## src/rtl/stfft_pkg.sv

```systemverilog
// Shared types and default sizing for the short-time FFT sequencer.
package stfft_pkg;

  localparam int DEFAULT_LGNFFT    = 8;
  localparam int DEFAULT_ALT_DELAY = 22;
  localparam int CNT_W             = 5;

  typedef enum logic [1:0] {
    ST_IDLE        = 2'd0,
    ST_WAIT_SAMPLE = 2'd1,
    ST_ALT_WAIT    = 2'd2
  } seq_state_t;

endpackage

```

## src/rtl/stfft_bin_tracker.sv

```systemverilog
// Tracks FFT output bins after the first sync, tags each with its index,
// counts completed frames and flags sync that arrives at the wrong time.
module stfft_bin_tracker
  import stfft_pkg::*;
#(
  parameter int OW     = 18,
  parameter int LGNFFT = DEFAULT_LGNFFT
) (
  input  logic              i_clk,
  input  logic              i_reset,
  input  logic              i_clear_err,
  input  logic              i_fft_ce,
  input  logic              i_fft_sync,
  input  logic [2*OW-1:0]   i_fft_result,
  output logic              o_bin_valid,
  output logic [2*OW-1:0]   o_bin_data,
  output logic [LGNFFT-1:0] o_bin_idx,
  output logic              o_frame_done,
  output logic [15:0]       o_frame_count,
  output logic              o_sync_err
);

  localparam logic [LGNFFT-1:0] LAST_IDX = '1;

  logic              r_armed;
  logic              r_bin_valid;
  logic [2*OW-1:0]   r_bin_data;
  logic [LGNFFT-1:0] r_idx;
  logic              r_frame_done;
  logic [15:0]       r_frame_count;
  logic              r_sync_err;

  logic              w_count;
  logic              w_err;
  logic [LGNFFT-1:0] w_next_idx;

  // r_idx always holds the index of the most recently counted bin.
  always_comb begin
    w_count    = 1'b0;
    w_err      = 1'b0;
    w_next_idx = r_idx;
    if (i_fft_ce) begin
      if (i_fft_sync) begin
        w_count    = 1'b1;
        w_next_idx = '0;
        w_err      = r_armed && (r_idx != LAST_IDX);
      end else if (r_armed) begin
        w_count = 1'b1;
        if (r_idx == LAST_IDX) begin
          w_next_idx = '0;
          w_err      = 1'b1;
        end else begin
          w_next_idx = r_idx + 1'b1;
        end
      end
    end
  end

  always_ff @(posedge i_clk) begin
    if (i_reset) begin
      r_armed       <= 1'b0;
      r_bin_valid   <= 1'b0;
      r_bin_data    <= '0;
      r_idx         <= '0;
      r_frame_done  <= 1'b0;
      r_frame_count <= '0;
      r_sync_err    <= 1'b0;
    end else begin
      r_bin_valid  <= w_count;
      r_frame_done <= w_count && (w_next_idx == LAST_IDX);
      if (i_fft_ce && i_fft_sync)
        r_armed <= 1'b1;
      if (w_count) begin
        r_bin_data <= i_fft_result;
        r_idx      <= w_next_idx;
      end
      if (w_count && (w_next_idx == LAST_IDX))
        r_frame_count <= r_frame_count + 16'd1;
      // A fresh error outranks a clear arriving on the same edge.
      if (w_err)
        r_sync_err <= 1'b1;
      else if (i_clear_err)
        r_sync_err <= 1'b0;
    end
  end

  assign o_bin_valid   = r_bin_valid;
  assign o_bin_data    = r_bin_data;
  assign o_bin_idx     = r_idx;
  assign o_frame_done  = r_frame_done;
  assign o_frame_count = r_frame_count;
  assign o_sync_err    = r_sync_err;

endmodule

```

## src/rtl/stfft_sequencer.sv

```systemverilog
// Short-time FFT front end: paces audio samples into the window/FFT with a
// delayed overlap strobe, and hands FFT bins on through the bin tracker.
module stfft_sequencer
  import stfft_pkg::*;
#(
  parameter int IW        = 14,
  parameter int OW        = 18,
  parameter int LGNFFT    = DEFAULT_LGNFFT,
  parameter int ALT_DELAY = DEFAULT_ALT_DELAY
) (
  input  logic              i_clk,
  input  logic              i_reset,
  input  logic              i_enable,
  input  logic              i_valid,
  input  logic [IW-1:0]     i_sample,
  output logic              o_ready,
  output logic              o_ce,
  output logic [IW-1:0]     o_sample,
  output logic              o_alt_ce,
  input  logic              i_fft_ce,
  input  logic              i_fft_sync,
  input  logic [2*OW-1:0]   i_fft_result,
  output logic              o_bin_valid,
  output logic [2*OW-1:0]   o_bin_data,
  output logic [LGNFFT-1:0] o_bin_idx,
  output logic              o_frame_done,
  output logic [15:0]       o_frame_count,
  output logic              o_overrun,
  output logic              o_sync_err
);

  seq_state_t       r_state;
  seq_state_t       w_next_state;
  logic [CNT_W-1:0] r_countdown;
  logic             r_ce;
  logic             r_alt_ce;
  logic [IW-1:0]    r_sample;
  logic             r_overrun;

  logic             w_accept;
  logic             w_drop;
  logic             w_alt_fire;
  logic             w_clear;

  always_ff @(posedge i_clk) begin
    if (i_reset)
      r_state <= ST_IDLE;
    else
      r_state <= w_next_state;
  end

  // Leaving ALT_WAIT on the firing edge lets the next sample be taken in the
  // same cycle the overlap strobe is seen, giving a 1+ALT_DELAY cycle period.
  always_comb begin
    w_next_state = r_state;
    w_accept     = 1'b0;
    w_drop       = 1'b0;
    w_alt_fire   = 1'b0;
    w_clear      = 1'b0;
    case (r_state)
      ST_IDLE: begin
        if (i_enable) begin
          w_next_state = ST_WAIT_SAMPLE;
          w_clear      = 1'b1;
        end
      end
      ST_WAIT_SAMPLE: begin
        if (i_valid) begin
          w_accept     = 1'b1;
          w_next_state = ST_ALT_WAIT;
        end else if (!i_enable) begin
          w_next_state = ST_IDLE;
        end
      end
      ST_ALT_WAIT: begin
        w_drop = i_valid && i_enable;
        if (r_countdown <= CNT_W'(1)) begin
          w_alt_fire   = 1'b1;
          w_next_state = i_enable ? ST_WAIT_SAMPLE : ST_IDLE;
        end
      end
      default: w_next_state = ST_IDLE;
    endcase
  end

  always_ff @(posedge i_clk) begin
    if (i_reset) begin
      r_countdown <= '0;
      r_ce        <= 1'b0;
      r_alt_ce    <= 1'b0;
      r_sample    <= '0;
      r_overrun   <= 1'b0;
    end else begin
      r_ce     <= w_accept;
      r_alt_ce <= w_alt_fire;
      if (w_accept)
        r_sample <= i_sample;
      if (w_accept)
        r_countdown <= CNT_W'(ALT_DELAY);
      else if ((r_state == ST_ALT_WAIT) && (r_countdown != '0))
        r_countdown <= r_countdown - 1'b1;
      if (w_drop)
        r_overrun <= 1'b1;
      else if (w_clear)
        r_overrun <= 1'b0;
    end
  end

  assign o_ready   = (r_state == ST_WAIT_SAMPLE);
  assign o_ce      = r_ce;
  assign o_alt_ce  = r_alt_ce;
  assign o_sample  = r_sample;
  assign o_overrun = r_overrun;

  stfft_bin_tracker #(
    .OW     (OW),
    .LGNFFT (LGNFFT)
  ) u_bin_tracker (
    .i_clk         (i_clk),
    .i_reset       (i_reset),
    .i_clear_err   (w_clear),
    .i_fft_ce      (i_fft_ce),
    .i_fft_sync    (i_fft_sync),
    .i_fft_result  (i_fft_result),
    .o_bin_valid   (o_bin_valid),
    .o_bin_data    (o_bin_data),
    .o_bin_idx     (o_bin_idx),
    .o_frame_done  (o_frame_done),
    .o_frame_count (o_frame_count),
    .o_sync_err    (o_sync_err)
  );

endmodule

```

## config.mk

```make
export PLATFORM = sky130hd
export DESIGN_NAME = stfft_sequencer
export DESIGN_NICKNAME = d
export VERILOG_FILES = /design/src/rtl/stfft_pkg.sv /design/src/rtl/stfft_bin_tracker.sv /design/src/rtl/stfft_sequencer.sv
export SDC_FILE = /design/constraint.sdc
export NUM_CORES = 1
export LEC_CHECK = 0
export ABC_CLOCK_PERIOD_IN_PS = 3000
export CAP_MARGIN = 20
export CORE_MARGIN = 2
export CORE_UTILIZATION = 47
export DETAILED_ROUTE_END_ITERATION = 12
export HOLD_SLACK_MARGIN = 0.06
export PLACE_DENSITY = 0.86
export SETUP_SLACK_MARGIN = 0.1
export SLEW_MARGIN = 15
export SYNTH_ARGS = -nofsm -noshare
export SYNTH_HDL_FRONTEND = slang
export SYNTH_HIERARCHICAL = 1
export SYNTH_SLANG_ARGS = --single-unit
export TNS_END_PERCENT = 1
```

## constraint.sdc

```tcl
create_clock -name i_clk -period 3 [get_ports i_clk]
set_clock_uncertainty 0.2 [all_clocks]
set_input_delay 0.6 -clock i_clk [delete_from_list [all_inputs] [get_ports i_clk]]
set_output_delay 0.6 -clock i_clk [all_outputs]
set_load 0.05 [all_outputs]
```

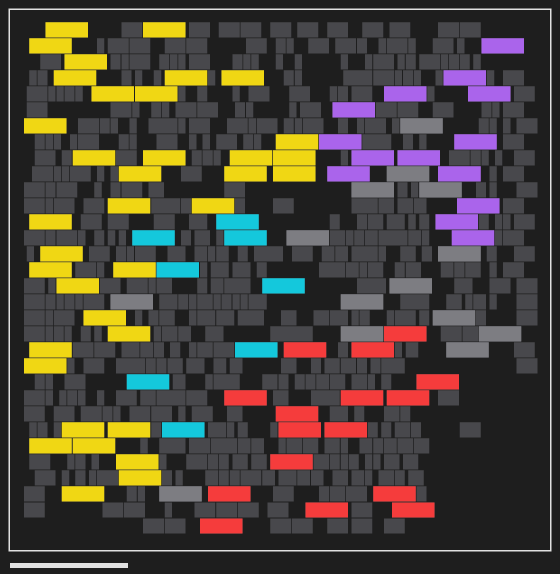
(images/flops_by_reg.png)
The bar under the picture is 20 um long.
u_bin_tracker/o_bin_data: drawn in yellow, flops 36. u_bin_tracker/o_bin_idx: drawn in cyan, flops 8. o_sample: drawn in purple, flops 14, where top right. u_bin_tracker/o_frame_count: drawn in red, flops 16.
Final Core Density: 68.7%
flop share of the area: 33.7%
P_seq: 1.24 mW
register area: 1760 um2

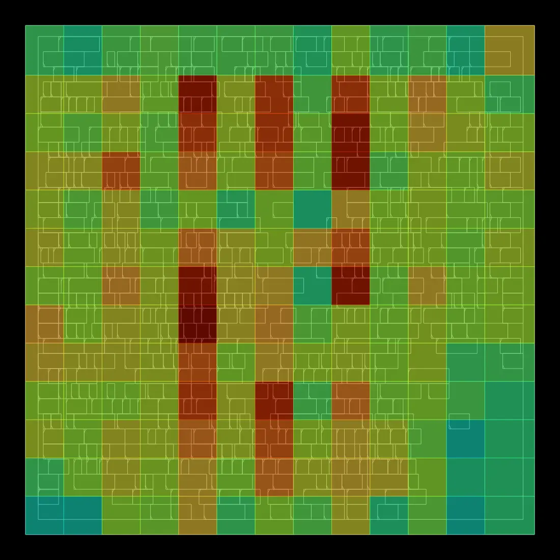
(images/congestion.png)
GR Layer Usage met1: 25.8%
met3 global-route usage: 8.13%
drt wl/cell: 13.3 um
met2 usage in global routing: 35.8%

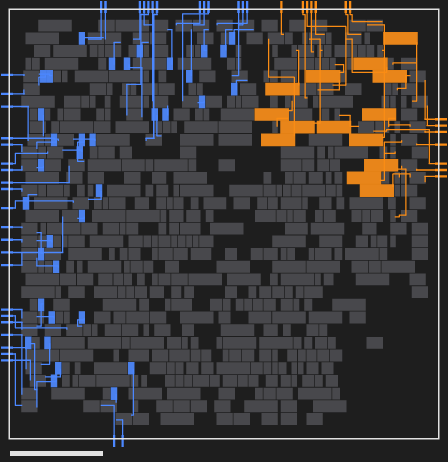
(images/io_fan.png)
The bar under the picture is 20 um long.
o_sample: drawn in orange, bits 14, direction output, end cells 14, buffers 14, wire 337 um. i_fft_result: drawn in blue, bits 36, direction input, end cells 36, buffers 36, wire 551 um.
I/O Buffers: 136
IO Pins: 137

==> Slide: Implementation Results <==
Synthesis and Place & Route Summary

Timing
  – Fin. Hold Viols: 0
  – Worst Tran Pin Value: 0.703 ns
  – RSZ-0062 raised after global routing: false
  – Finish-stage setup viols: 0
  – Tmin final: 2.74 ns
  – Cycle use final: 91.5%

Clock tree
  – Latency at later pin: 0.35 ns
  – CTS tree: built
  – Sink Count: 88
  – CTS root buf: clkbuf_8
  – Clock slew at reported path FFs: 0.08 ns
  – Postcts setup bufs: 0
  – Cts bufs inserted: 9

GRT
  – Vias in the first global route: 3305
  – Global-route wire length before repair: 14.9 mm

Drt
  – Vias: 3530
  – Via density: 5.24
  – DR iter-0 viols: 135
  – Drt pass-1 iters: 4
  – Routed Antenna Nets: 0
  – DRC Markers: 0

Floorplan
  – Die extent in y: 91.8 um
  – Core ar.: 7610 um2
  – Die W: 91.8 um

Finish
  – Most common cell after layout, fill and taps aside: clkdlybuf4s50_1
  – Largest register FFs: 36

Worst setup path
  – Crit. Startpoint: i_fft_ce
  – Worst path arrival time: 2.82 ns
  – CP Cell Sequence: clkdlybuf4s50_1 > and3b_1 > o31a_1 > nand4_2 > or4_1 > a21oi_1

Yosys
  – Yosys cell count: 440
  – Commonest flop: dfxtp_1
  – Yosys warnings: 6
  – Post-Syn Nets: 500
  – Post-Syn Area: 3620 um2
  – Yosys synthesis chip area: 3620 um2

Placed design
  – Routability cong.: 0.882
  – DP HPWL: 6.39 mm

Power and ir drop
  – Pwr Density: 457 nW/um2

Status
  – Outcome: finished clean

Run
  – Tool warning count: 27

Worst hold path
  – Worst hold path class: register to register
==> final cells by class <==
class	count	area, um2
timing repair buffer	145	1440
inverter	7	26.3
sequential	88	1760
clock inverter	6	42.5
tap	102	128
multi-input combinational	316	1690
clock buffer	10	138
fill	618	2380
==> routing by layer <==
metal / routed length (um) / GRT usage [%] / share of wire (%)
met1: 3890 / 25.8 / 43
met3: 672 / 8.13 / 7.5
met5: 0 / 0 / 0
met2: 4290 / 35.8 / 48
met4: 141 / 7.96 / 1.6
==> worst paths after layout <==
check	endpoint	slack, ns
min	u_bin_tracker/o_bin_data[29]	0.25
min reg2reg	u_bin_tracker/o_bin_data[29]	0.25
max	u_bin_tracker/o_frame_count[8]	0.26
max reg2reg	u_bin_tracker/o_frame_count[8]	0.59
==> synthesized netlist by cell type, types with 2 or more instances <==
cell	n	area [um2]
nor4_1	2	12.5
nand4_1	5	31.3
buf_4	2	15.0
nor3_1	9	45.0
or3_1	7	43.8
o21ai_0	5	25.0
nand3_1	8	40.0
nand2_1	116	435
ha_1	4	50.1
and3b_1	2	17.5
inv_1	7	26.3
and3_1	3	18.8
o31ai_1	13	97.6
o31a_1	2	17.5
a31oi_1	6	37.5
o21ai_1	3	15.0
nor3b_1	2	15.0
clkbuf_1	16	60.1
a21oi_1	72	360
nor2_1	14	52.6
dfxtp_1	88	1760
buf_6	2	22.5
xnor2_1	4	35.0
nand3b_1	3	22.5
a211oi_1	2	15.0
xor2_1	2	17.5
buf_2	7	35.0
or4_1	13	97.6
nor2b_1	3	18.8
==> per-stage QoR <==
stage / instances / cell area, um2 / setup WS, ns / setup TNS (ns) / hold slack [ns]
finish: 674 / 5230 / 0.256 / 0 / 0.253
global route: 674 / 5230 / 0.111 / 0 / 0.284
CTS: 674 / 5230 / 0.314 / 0 / 0.257
detailed placement: 658 / 5040 / -0.0460 / -0.215 / 0.247
global placement: 658 / 5040 / 0.0320 / 0 / 0.241
floorplan: 440 / 3620 / 0.471 / 0 / 0.276
==> worst min-delay path: stages (launching register included) <==
cell and delay [ns]:
dfxtp_1 0.31, nand2_1 0.05, a21oi_1 0.05
==> report_power, final <==
part | total, mW | internal (mW) | switching, mW | leakage [nW]
Sequential | 1.24 | 1.21 | 0.0270 | 0.716
Clock | 0.740 | 0.325 | 0.415 | 0.0887
Combinational | 0.412 | 0.166 | 0.246 | 0.993
Total | 2.39 | 1.70 | 0.688 | 1.80
==> logic make-up (layout without fill, tap and decap cells) <==
| family | count (synthesis) | after routing | share of synthesized area, % |
|---|---|---|---|
| compound gates | 111 | 111 | 17.8 |
| xor+xnor | 6 | 6 | 1.45 |
| fa+ha+maj | 4 | 4 | 1.38 |
| buf+inv | 36 | 168 | 4.91 |
| flops | 88 | 88 | 48.7 |
| mux | 2 | 2 | 0.588 |
| simple gates | 193 | 193 | 25.2 |
Power and IR drop assume default switching activity.
